==> config.mk <==
export PLATFORM = sky130hd
export DESIGN_NAME = edge_detector_bank
export DESIGN_NICKNAME = d
export VERILOG_FILES = /design/src/rtl/edge_det_pkg.sv /design/src/rtl/edge_det_chan.sv /design/src/rtl/edge_detector_bank.sv
export SDC_FILE = /design/constraint.sdc
export NUM_CORES = 1
export LEC_CHECK = 0
export CORE_ASPECT_RATIO = 0.75
export CORE_MARGIN = 2
export CORE_UTILIZATION = 42
export CTS_CLUSTER_SIZE = 30
export DETAILED_ROUTE_END_ITERATION = 12
export GPL_ROUTABILITY_DRIVEN = 0
export PLACE_DENSITY_LB_ADDON = 0.15
export SETUP_SLACK_MARGIN = 0.4
export SLEW_MARGIN = 10
export SYNTH_ARGS = -nofsm -noshare
export SYNTH_HDL_FRONTEND = slang
export SYNTH_SLANG_ARGS = --single-unit
==> constraint.sdc <==
create_clock -name clk -period 1.2 [get_ports clk]
set_input_delay 0.36 -clock clk [delete_from_list [all_inputs] [get_ports clk]]
set_output_delay 0.36 -clock clk [all_outputs]
set_load 0.02 [all_outputs]
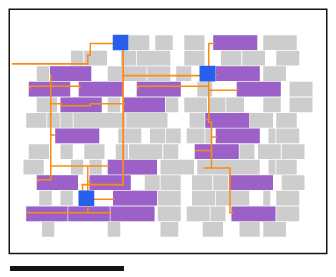
(run_1/clock_wires.png)
Scale bar: 20 um.
[purple] flip-flops | count: 22
[blue] clock-net drivers | count: 3
[orange] clock wires | length: 212 um
routed clock nets: 4
clk_lat worst skew: 0.31 ns
Clock Skew: 0.00741 ns
clk pwr: 0.552 mW
clock power share: 0.355

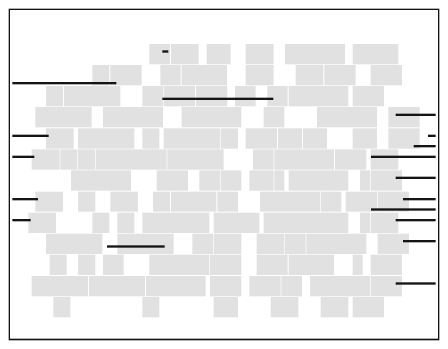
(run_1/m3.png)
wire length on this layer: 92.9 um
share of all routed wire: 6.0%
routed vias: 585
M3 GR Usage: 0.0525

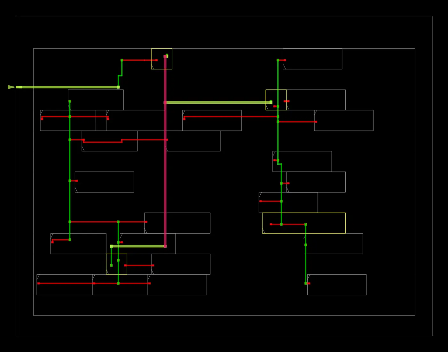
(run_1/clock_nets.png)
TritonCTS Buffers: 3
clock buf count: 3
sequential cell count: 22
clock tree sinks: 22

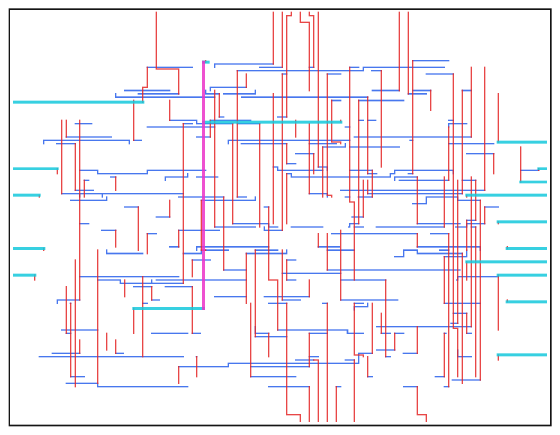
(run_1/layers.png)
| color | layer | wire length |
|---|---|---|
| blue | M1 | 646 um |
| magenta | M4 | 25.2 um |
| red | M2 | 783 um |
| cyan | M3 | 92.9 um |
WL per Instance: 12.1 um
global-route usage over all layers: 0.148
Total Routed Length: 1550 um

==> results.toml, run 1 <==
# physical design summary
[yosys]
synth.top_cell.area_share = 0.533
ff_type = "dfxtp_1"
synth-edff-count = 0
async_reset_ff_frac = 0
synthAoiAreaFrac = 0.0848
top_cells_by_area = "dfxtp_1 53%, buf_4 12%, and2_1 9.8%"
ys_sh_simple = 0.202
top_logic_kind = "simple AND/OR/NAND/NOR gates"
synth-seq-cells = 22
syn_inst = 75
xor_share = 0.0106
synth_area_per_cell_sq_um = 11.0
syn_nets = 94
ys_warn_count = 0

[setup_path]
reg2reg_depth = 4
r2r_slack_ns = 0.17
cp_top_family = "simple AND/OR/NAND/NOR gates"
critPathBufInv = 1
cp_max_fo = 2
crit_cells = 2
path_cells = "or4_4 > buf_6"
crit_required_ns = 0.84

[flow_run]
maxCapViolations = 0
log.warning_count = 29

[power_and_ir_drop]
powerComb_mw = 0.209
pwr-share-seq = 0.511
cellPowerDensity_nw_per_um2 = 1190
leakage_nw = 0.535
p_sw_frac = 0.202
maxPowerGroup = "sequential cells"
ir_drop_mv = 1.03
total_power_mw = 1.56

[timing]
tightest_slew_ns = 0.173
finalMaxSlewViolations = 0
relSlewSlack = 0.884
finalCriticalPeriod_ns = 1.68
setup_violations = 5
finalClockPeriodUsage = 1.40
max_freq_ghz = 0.595
hold_viol_final = 0
layout_setup_ws_ns = -0.481
holdWs_ns = 0.444
rsz0062_at_grt = "yes"

[finish]
logic_area_sq_um = 330
final_layout_size_suffix_gt1_frac = 0.519
final_nets = 126
final_area_sq_um = 1310
area.share.sequential = 0.351
largest_reg_flops = 8
final-clk-cell-share = 0.0401
final_cell_mix = "20 x buf_6, 14 x clkdlybuf4s50_1, 13 x and2_1, 13 x dfxtp_2"
signal_buffers = 41
final-nonclk-buf-share = 0.324

[floorplanning]
fp_util = 0.462
die_y_um = 42.4
io_pins = 31
die_area_sq_um = 2340
rows = 13
taps = 22

[clock_network]
cts_setup_buffers = 1
ctsHoldBuffers = 0
htree_levels = 1
root_buffer = "clkbuf_4"
cts_tree = "done"

[placement]
dp_cells = 123
hpwl_um = 1120
postPlaceCellArea_sq_um = 1150
portBuffers = 30

[run_status]
status = "finished, violations left"
failed_checks = "setup timing"

[grt]
antenna_found_initial = 0
grt_max_degree = 14
grt_overflow = 0
grt-busiest-layer = "met2"
grt_use_met2 = 0.260
grt_pass1_vias = 578
grtUsageMet1 = 0.159

[drt]
via_per_inst = 4.57
wl_met2_um = 782
drc = 0
dr.max_layer_used = "met4"
wirelength_met1_um = 645

[worst_hold_path]
min_path_cells = 1
==> run_1/route_heat.png <==
Scale bar: 20 um. 11 x 8 tiles, from white (low) to dark blue (high), scaled to the fullest tile. Values are wire area over tile area, all layers added.
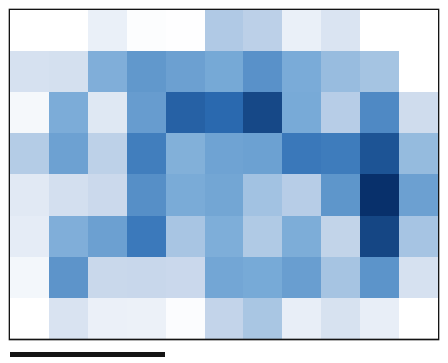

==> run 1 -> run 2 <==
--- a/config.mk
+++ b/config.mk
@@ -6,7 +6,6 @@
 export NUM_CORES = 1
 export LEC_CHECK = 0
 export CORE_ASPECT_RATIO = 0.75
-export CORE_MARGIN = 2
 export CORE_UTILIZATION = 42
 export CTS_CLUSTER_SIZE = 30
 export DETAILED_ROUTE_END_ITERATION = 12
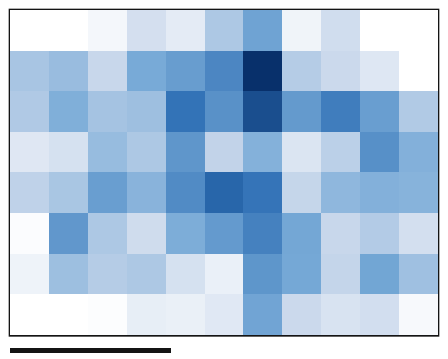
(run_2/route_heat.png)
Scale bar: 20 um. 11 x 8 tiles, from white (low) to dark blue (high), scaled to the fullest tile. Values are wire area over tile area, all layers added.
nearly empty tiles: 10%
fullest tile: 0.33
tiles over half the peak: 27%
routed vias: 606
Total Routed Length: 1530 um
global-route usage over all layers: 0.161

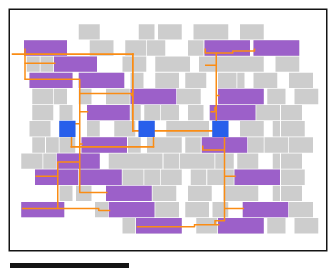
(run_2/clock_wires.png)
Scale bar: 20 um.
[orange] clock wires | length: 218 um
[blue] clock-net drivers | count: 3
[purple] flip-flops | count: 22
routed clock nets: 4
clock power share: 0.351
Clock Skew: 0.00564 ns
clk_lat worst skew: 0.30 ns

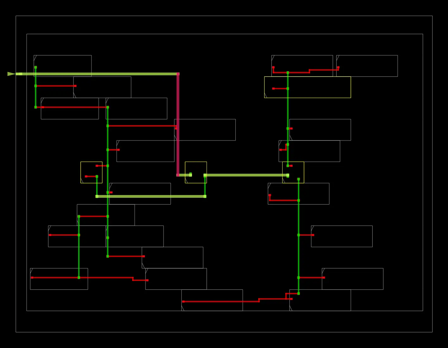
(run_2/clock_nets.png)
clk pwr: 0.548 mW

==> results.toml, run 2 <==
# physical design summary
[setup_path]
cp_max_fo = 2
r2r_slack_ns = 0.13
reg2reg_depth = 5
crit_cells = 2
critPathBufInv = 1
crit_required_ns = 0.84
cp_top_family = "simple AND/OR/NAND/NOR gates"
path_cells = "or4_4 > buf_6"

[timing]
relSlewSlack = 0.916
finalCriticalPeriod_ns = 1.65
holdWs_ns = 0.406
setup_violations = 5
hold_viol_final = 0
rsz0062_at_grt = "yes"
tightest_slew_ns = 0.123
layout_setup_ws_ns = -0.455
finalMaxSlewViolations = 0
finalClockPeriodUsage = 1.38

[finish]
clkbuf_count = 3
final_util = 0.747
final_area_sq_um = 1340
largest_reg_flops = 8
area.share.sequential = 0.343
flops = 22
final_nets = 129
comb_share = 0.247
final-nonclk-buf-share = 0.339
final_layout_size_suffix_gt1_frac = 0.523
final_cell_mix = "22 x buf_6, 14 x dfxtp_2, 13 x and2_1, 13 x clkdlybuf4s50_1"
signal_buffers = 44
final-clk-cell-share = 0.0393

[clock_network]
clock-sinks = 22
cts_buffers = 3
cts_setup_buffers = 1
cts_tree = "done"
ctsHoldBuffers = 0
root_buffer = "clkbuf_4"
htree_levels = 1

[yosys]
top_cells_by_area = "dfxtp_1 53%, buf_4 12%, and2_1 9.8%"
top_cell = "dfxtp_1"
netlist_top_cells_count = "22 x dfxtp_1, 13 x and2_1, 13 x buf_4"
syn_nets = 94
synth-seq-cells = 22
top_logic_kind = "simple AND/OR/NAND/NOR gates"
synth-edff-count = 0
xor_share = 0.0106
ys_sh_simple = 0.202
ff_type = "dfxtp_1"
synthAoiAreaFrac = 0.0848
syn_inst = 75
synth.top_cell.area_share = 0.533
synth_area_per_cell_sq_um = 11.0
async_reset_ff_frac = 0
ys_warn_count = 0

[drt]
wirelength_met1_um = 637
dr.max_layer_used = "met4"
wl_met2_um = 770
drc = 0
routedWlPerCell_um = 11.6

[grt]
grt_pass1_vias = 541
grt-busiest-layer = "met2"
grt_use_met2 = 0.278
met3_usage = 0.0795
grt_overflow = 0
grt_max_degree = 14

[floorplanning]
die_y_um = 40.4
io_pins = 31
taps = 22
rows = 13
fp_util = 0.462
die_area_sq_um = 2150

[flow_run]
maxCapViolations = 0
log.warning_count = 29

[power_and_ir_drop]
leakage_nw = 0.559
cellPowerDensity_nw_per_um2 = 1170
seq_power_mw = 0.792
maxPowerGroup = "sequential cells"
pwr-share-seq = 0.508
p_sw_frac = 0.201
total_power_mw = 1.56
ir_drop_mv = 1.09

[worst_hold_path]
min_path_cells = 3

[run_status]
failed_checks = "setup timing"
status = "finished, violations left"

[placement]
hpwl_um = 1110
postPlaceCellArea_sq_um = 1160
portBuffers = 30
Power and IR drop assume default switching activity.
